<file path="config.mk">
export PLATFORM = sky130hd
export DESIGN_NAME = pad_gpio_ctrl
export DESIGN_NICKNAME = d
export VERILOG_FILES = /design/src/rtl/pad_ctrl_pkg.sv /design/src/rtl/pad_in_filter.sv /design/src/rtl/pad_gpio_ctrl.sv
export SDC_FILE = /design/constraint.sdc
export NUM_CORES = 1
export LEC_CHECK = 0
export ABC_CLOCK_PERIOD_IN_PS = 4100
export CELL_PAD_IN_SITES_DETAIL_PLACEMENT = 0
export CELL_PAD_IN_SITES_GLOBAL_PLACEMENT = 1
export CORE_ASPECT_RATIO = 1.1
export CORE_MARGIN = 2
export CORE_UTILIZATION = 45
export CTS_BUF_LIST = sky130_fd_sc_hd__clkbuf_2
export DETAILED_ROUTE_END_ITERATION = 6
export PLACE_DENSITY = 0.86
export SLEW_MARGIN = 20
export SYNTH_ARGS = -nofsm -noshare
export SYNTH_HDL_FRONTEND = slang
export SYNTH_HIERARCHICAL = 1
export SYNTH_SLANG_ARGS = --single-unit
</file>
<file path="constraint.sdc">
create_clock -name clk_i -period 4.1 [get_ports clk_i]
set_clock_uncertainty 0.15 [all_clocks]
set_input_delay 0.615 -clock clk_i [delete_from_list [all_inputs] [get_ports clk_i]]
set_output_delay 0.615 -clock clk_i [all_outputs]
set_load 0.01 [all_outputs]
</file>
<file path="src/rtl/pad_ctrl_pkg.sv">
// pad_ctrl_pkg: shared pad mode encoding and defaults for the GPIO pad controller
package pad_ctrl_pkg;
  typedef enum logic [1:0] {
    PAD_MODE_IN   = 2'b00,
    PAD_MODE_PP   = 2'b01,
    PAD_MODE_OD   = 2'b10,
    PAD_MODE_RSVD = 2'b11
  } pad_mode_e;
  localparam int SYNC_STAGES_DEFAULT = 2;
endpackage

</file>
<file path="src/rtl/pad_in_filter.sv">
// pad_in_filter: synchronises, glitch-filters and edge-detects the asynchronous pad value
module pad_in_filter #(
  parameter int SYNC_STAGES = 2,
  parameter int FILT_W = 4
) (
  input  logic              clk,
  input  logic              rst,
  input  logic              pad,
  input  logic              blank,
  input  logic [FILT_W-1:0] filt_len,
  output logic              in_val,
  output logic              rise,
  output logic              fall
);
  logic [SYNC_STAGES-1:0] sync;
  logic [FILT_W-1:0] cnt, lm1;
  logic s, hit;
  assign s = sync[SYNC_STAGES-1];
  assign lm1 = (filt_len == '0) ? '0 : filt_len - 1'b1;
  // >= so that shrinking filt_len mid-count commits on the next differing sample
  assign hit = (s != in_val) && (cnt >= lm1);
  always_ff @(posedge clk) begin
    if (rst) begin
      sync   <= '0;
      cnt    <= '0;
      in_val <= 1'b0;
      rise   <= 1'b0;
      fall   <= 1'b0;
    end else begin
      sync   <= {sync[SYNC_STAGES-2:0], pad};
      cnt    <= (s == in_val || hit) ? '0 : cnt + 1'b1;
      in_val <= hit ? s : in_val;
      rise   <= hit & s & ~blank;
      fall   <= hit & ~s & ~blank;
    end
  end
endmodule

</file>
<file path="src/rtl/pad_gpio_ctrl.sv">
// pad_gpio_ctrl: drives one bidirectional pad from a mode config and reads its value back
module pad_gpio_ctrl
  import pad_ctrl_pkg::*;
#(
  parameter int SYNC_STAGES = SYNC_STAGES_DEFAULT,
  parameter int FILT_W = 4
) (
  input  logic              clk_i,
  input  logic              rst_i,
  input  logic [1:0]        mode_i,
  input  logic              out_val_i,
  input  logic              pull_en_i,
  input  logic [FILT_W-1:0] filt_len_i,
  output logic              pad_oen_o,
  output logic              pad_i_o,
  output logic              pad_pen_o,
  input  logic              pad_o_i,
  output logic              in_val_o,
  output logic              rise_o,
  output logic              fall_o
);
  localparam int BW = $clog2(SYNC_STAGES + (1 << FILT_W) + 1) + 1;
  pad_mode_e mode, mode_q;
  logic started, load;
  logic [BW-1:0] blank_cnt, blank_len;
  assign mode = pad_mode_e'(mode_i);
  assign load = ~started | (mode != mode_q);
  assign blank_len = BW'(SYNC_STAGES + 1) + BW'(filt_len_i) + BW'(filt_len_i == '0);
  always_ff @(posedge clk_i) begin
    if (rst_i) begin
      pad_oen_o <= 1'b1;
      pad_i_o   <= 1'b0;
      pad_pen_o <= 1'b1;
      mode_q    <= PAD_MODE_IN;
      started   <= 1'b0;
      blank_cnt <= '0;
    end else begin
      pad_oen_o <= (mode == PAD_MODE_PP) ? 1'b0 : (mode == PAD_MODE_OD) ? out_val_i : 1'b1;
      pad_i_o   <= (mode == PAD_MODE_PP) ? out_val_i : 1'b0;
      pad_pen_o <= ~pull_en_i;
      mode_q    <= mode;
      started   <= 1'b1;
      blank_cnt <= load ? blank_len : (blank_cnt != '0) ? blank_cnt - 1'b1 : '0;
    end
  end
  pad_in_filter #(.SYNC_STAGES(SYNC_STAGES), .FILT_W(FILT_W)) u_filt (
    .clk(clk_i),
    .rst(rst_i),
    .pad(pad_o_i),
    .blank(blank_cnt != '0),
    .filt_len(filt_len_i),
    .in_val(in_val_o),
    .rise(rise_o),
    .fall(fall_o)
  );
endmodule

</file>
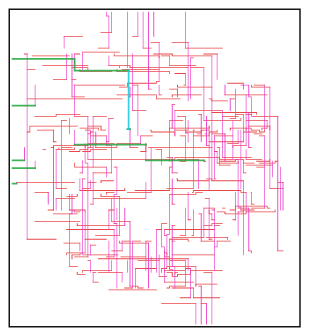
*Signal wires by layer*
Key: green = metal 3 [wire length 55.6 µm]; cyan = metal 4 [wire length 10.2 µm]; magenta = metal 2 [wire length 898 µm]; red = metal 1 [wire length 852 µm]

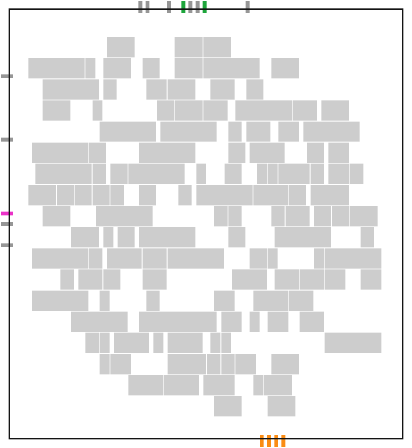
*Pin map*
Pins as bars across the die edge, other pins in grey.
Key: orange = filt_len_i [pins 4, direction input, edge bottom]; green = mode_i [pins 2, direction input, edge top]; magenta = pad_o_i [pins 1, direction input, edge left]

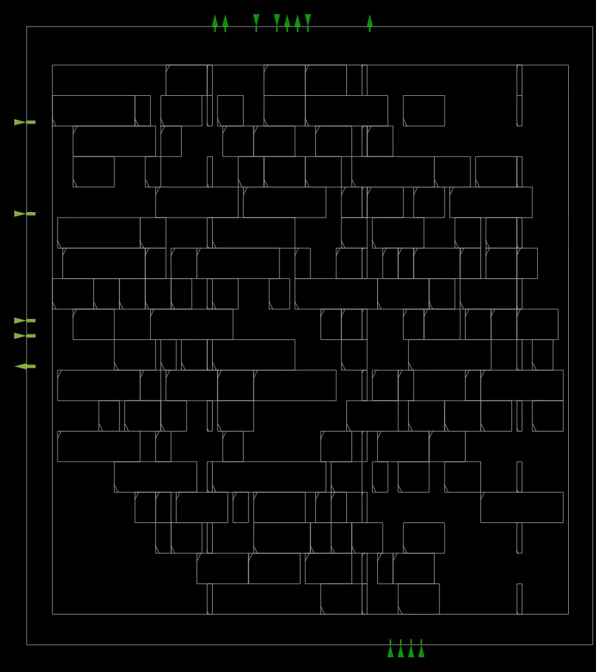
*Cell outlines without signal wires*
sequential share of cell area: 32.8%
flop count: 21
tap cells: 30
Final Non-Filler Cells: 158

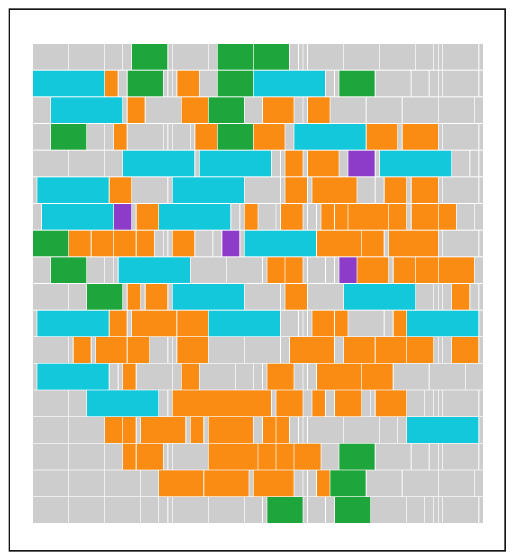
*Cells coloured by class*
Fill, decap, tap and diode cells in grey.
Key: green = remaining buffers and delay cells [cells 16]; purple = clock drivers and dummy loads [cells 4]; cyan = sequential cells [cells 21]; orange = combinational and other logic [cells 87]
final instance area: 1280 µm²
Final Util: 56.8%
row cnt: 18

==> impl_metrics.toml <==
# flow metrics
[setup_path]
cp_top_family = "AND-OR/OR-AND gates"
critPathKind = "input pin to flop"
reg2reg_slack_ns = 2.22
r2r_cells = 6
worst_path_largest_cell_delay_ns = 0.54
crit_chain = "clkdlybuf4s50_1, nor3_1, nor2_1, ha_1, nand2b_4, a2111oi_4, o21ai_0, nor2_1"
cp.arrival_ns = 2.61
endpoint_kind = "flop"
crit_start = "filt_len_i[2]"
slowest_stage = "clkdlybuf4s50_1"
crit_buf_inv = 1
critPathLaunchType = "input pin"
required_ns = 4.23
crit_top_cell = "nor2_1"
r2r_end = "u_filt/rise$_SDFF_PP0_"
r2r-start = "blank_cnt[0]$_SDFF_PP0_"
crit_path_max_fanout = 8

[routing]
drt_wl_total_um = 1820
ant_nets = 0
vias_per_cell = 4.99
vias = 788
first_pass_iters = 3
drtIter0Drc = 4
drcViolationCount = 0
wl_per_cell_um = 11.5

[power]
ir_worst_vdd_mv = 0.284
p_leak_uw = 0.000486
p_per_area_nw_per_um2 = 303

[synth]
synth_seq_share_pct = 39.3
synth-main-ff-cell = "dfxtp_1"
top_cell_area_share_pct = 39.3
area_leaders = "dfxtp_1 (39%), ha_1 (11%), xnor2_1 (5.7%)"
yosys_area_um2 = 1070
synthArstFlopShare_pct = 0
syn_area_per_cell_um2 = 9.71
synth_area_um2 = 1070
synthesis.nets = 130
ys_warn_count = 6
top_area_cell = "dfxtp_1"
ys_ff = 21
syn_inst = 110
yosysUniqueCellTypes = 36
edf_count = 0
ys_cells = 110

[timing]
slew_headroom_pct = 54.1
worst_hold_slack_ns = 0.314
tightestPinTransition_ns = 0.682
final_max_slew_viol_count = 0
finalSetupTns_ns = 0
hold_viol = 0
max_freq_ghz = 0.404
setup_ws_ns = 1.62
period_used_pct = 60.4
setup_violations = 0
rsz0062_at_grt = "false"
final.min_clock_period_ns = 2.48

[finish]
antenna_cells = 0
num-nets-final = 149
area_delta_synth_final_pct = 19.8
drive_above_1_share_pct = 8.59

[placement]
dp_hpwl_um = 1430
placed_cells = 154
gp_congestion = 0.732
dp_slack_ns = 1.26
io_buffer_count = 16

[clock_tree]
clkTransAtPathRegs_ns = 0.20
cts.sinks = 21
root_buffer = "clkbuf_2"
clk_latency_ns = 0.32
h-tree-depth = 1
cts-hold-fix-buffers = 0
cts_tree = "built"
cts_resized = 0
cts_buffers = 3
max-clock-path-buffers = 2
cts_setup_buffers = 0

[floorplanning]
die_w_um = 50.5
coreArea_um2 = 2250
die_area_um2 = 2780
io_pins = 17
fp-utilization_pct = 47.4
die_y_um = 55.1

[grt]
grt.overflow.total = 0
grt_pass1_vias = 764
antenna_found_initial = 0
grt_max_degree = 16
grt_use_total_pct = 14.9
grt_pass1_wl_um = 3090

[run]
tool_warnings = 27
cap_violations = 0

[run_status]
status = "complete, no violations"

[hold_path]
worstHoldStart = "u_filt/sync[0]$_SDFF_PP0_"
holdPathEnd = "u_filt/sync[1]$_SDFF_PP0_"
hold_path_class = "flop to flop"
hold_depth = 1
## power breakdown
group / switching, µW / internal [µW]
combinational: 37.5 / 43.6
sequential: 6.68 / 214
clock: 64.1 / 22.7
total: 108 / 280
## layout make-up
| class | instances | area [µm²] |
|---|---|---|
| Fill cell | 210 | 972 |
| Clock inverter | 1 | 7.51 |
| Tap cell | 30 | 37.5 |
| Clock buffer | 3 | 15.0 |
| Inverter | 7 | 26.3 |
| Timing Repair Buffer | 16 | 160 |
| Multi-Input combinational cell | 80 | 613 |
| Sequential cell | 21 | 420 |
## per-layer routing
metal | global-route usage [%] | share of wire, % | vias up
li1 | - | - | 423
met1 | 16.1 | 47 | 354
met2 | 28.9 | 49 | 9
met3 | 4.84 | 3.0 | 2
met4 | 2.70 | 0.55 | 0
met5 | 0 | 0 | -
## Yosys cell counts, types with 2 or more instances
cell type / count
nor4_1: 4
dfxtp_1: 21
nand3_1: 2
xnor2_1: 7
nor2_1: 6
or3_1: 3
nor3_1: 2
nand2b_4: 2
nor2b_1: 5
inv_1: 7
nand2b_1: 5
a21oi_1: 6
nand2_1: 3
nor3b_1: 2
ha_1: 9
a211oi_1: 2
o21a_1: 2
o21ai_0: 4
## state kept, by name, summed over array words and instances (netlist names)
register	flops
pad_pen_o	1
mode_q	2
pad_i_o	1
blank_cnt	6
u_filt/sync	2
u_filt/in_val	1
pad_oen_o	1
started	1
u_filt/rise	1
u_filt/cnt	4
u_filt/fall	1
## placed cells by master, fill, tap and decap left out, drive strengths merged, types with 2 or more instances in the layout
| cell | n |
|---|---|
| inv | 7 |
| a211oi | 2 |
| nand2 | 3 |
| ha | 9 |
| nand3 | 2 |
| nor3 | 3 |
| nor2b | 5 |
| dfxtp | 21 |
| o21ai | 4 |
| a21oi | 7 |
| nand2b | 7 |
| nor4 | 4 |
| clkbuf | 3 |
| nor2 | 6 |
| clkdlybuf4s50 | 16 |
| xnor2 | 7 |
| nor3b | 2 |
| o21a | 2 |
| or3 | 4 |
## through the flow
| stage | util (%) | power [µW] | instance area [µm²] |
|---|---|---|---|
| global route | 56.8 | 413 | 1280 |
| detailed placement | 55.8 | 306 | 1260 |
| floorplan | - | 279 | 1070 |
| global placement | 55.8 | 304 | 1260 |
| CTS | 56.8 | 394 | 1280 |
| finish | 56.8 | 388 | 1280 |
## worst max path at each step
stage                                  to  slack (ns)  cells past startpoint
4_1_cts          u_filt/cnt[3]$_SDFF_PP0_        1.62                      8
2_1_floorplan  u_filt/in_val$_SDFFE_PP0P_        1.97                      8
3_3_place_gp     u_filt/cnt[1]$_SDFF_PP0_        1.33                      8
3_5_place_dp     u_filt/cnt[3]$_SDFF_PP0_        1.26                      8
5_1_grt            u_filt/rise$_SDFF_PP0_        1.40                      9
6_report         u_filt/cnt[3]$_SDFF_PP0_        1.62                      8
## logic make-up after synthesis
group	synth area share, %
compound gates	13.0
xor+xnor	6.56
fa+ha+maj	10.5
buf+inv	3.28
flops	39.3
mux	1.05
simple gates	26.2
Power and IR drop assume default switching activity.
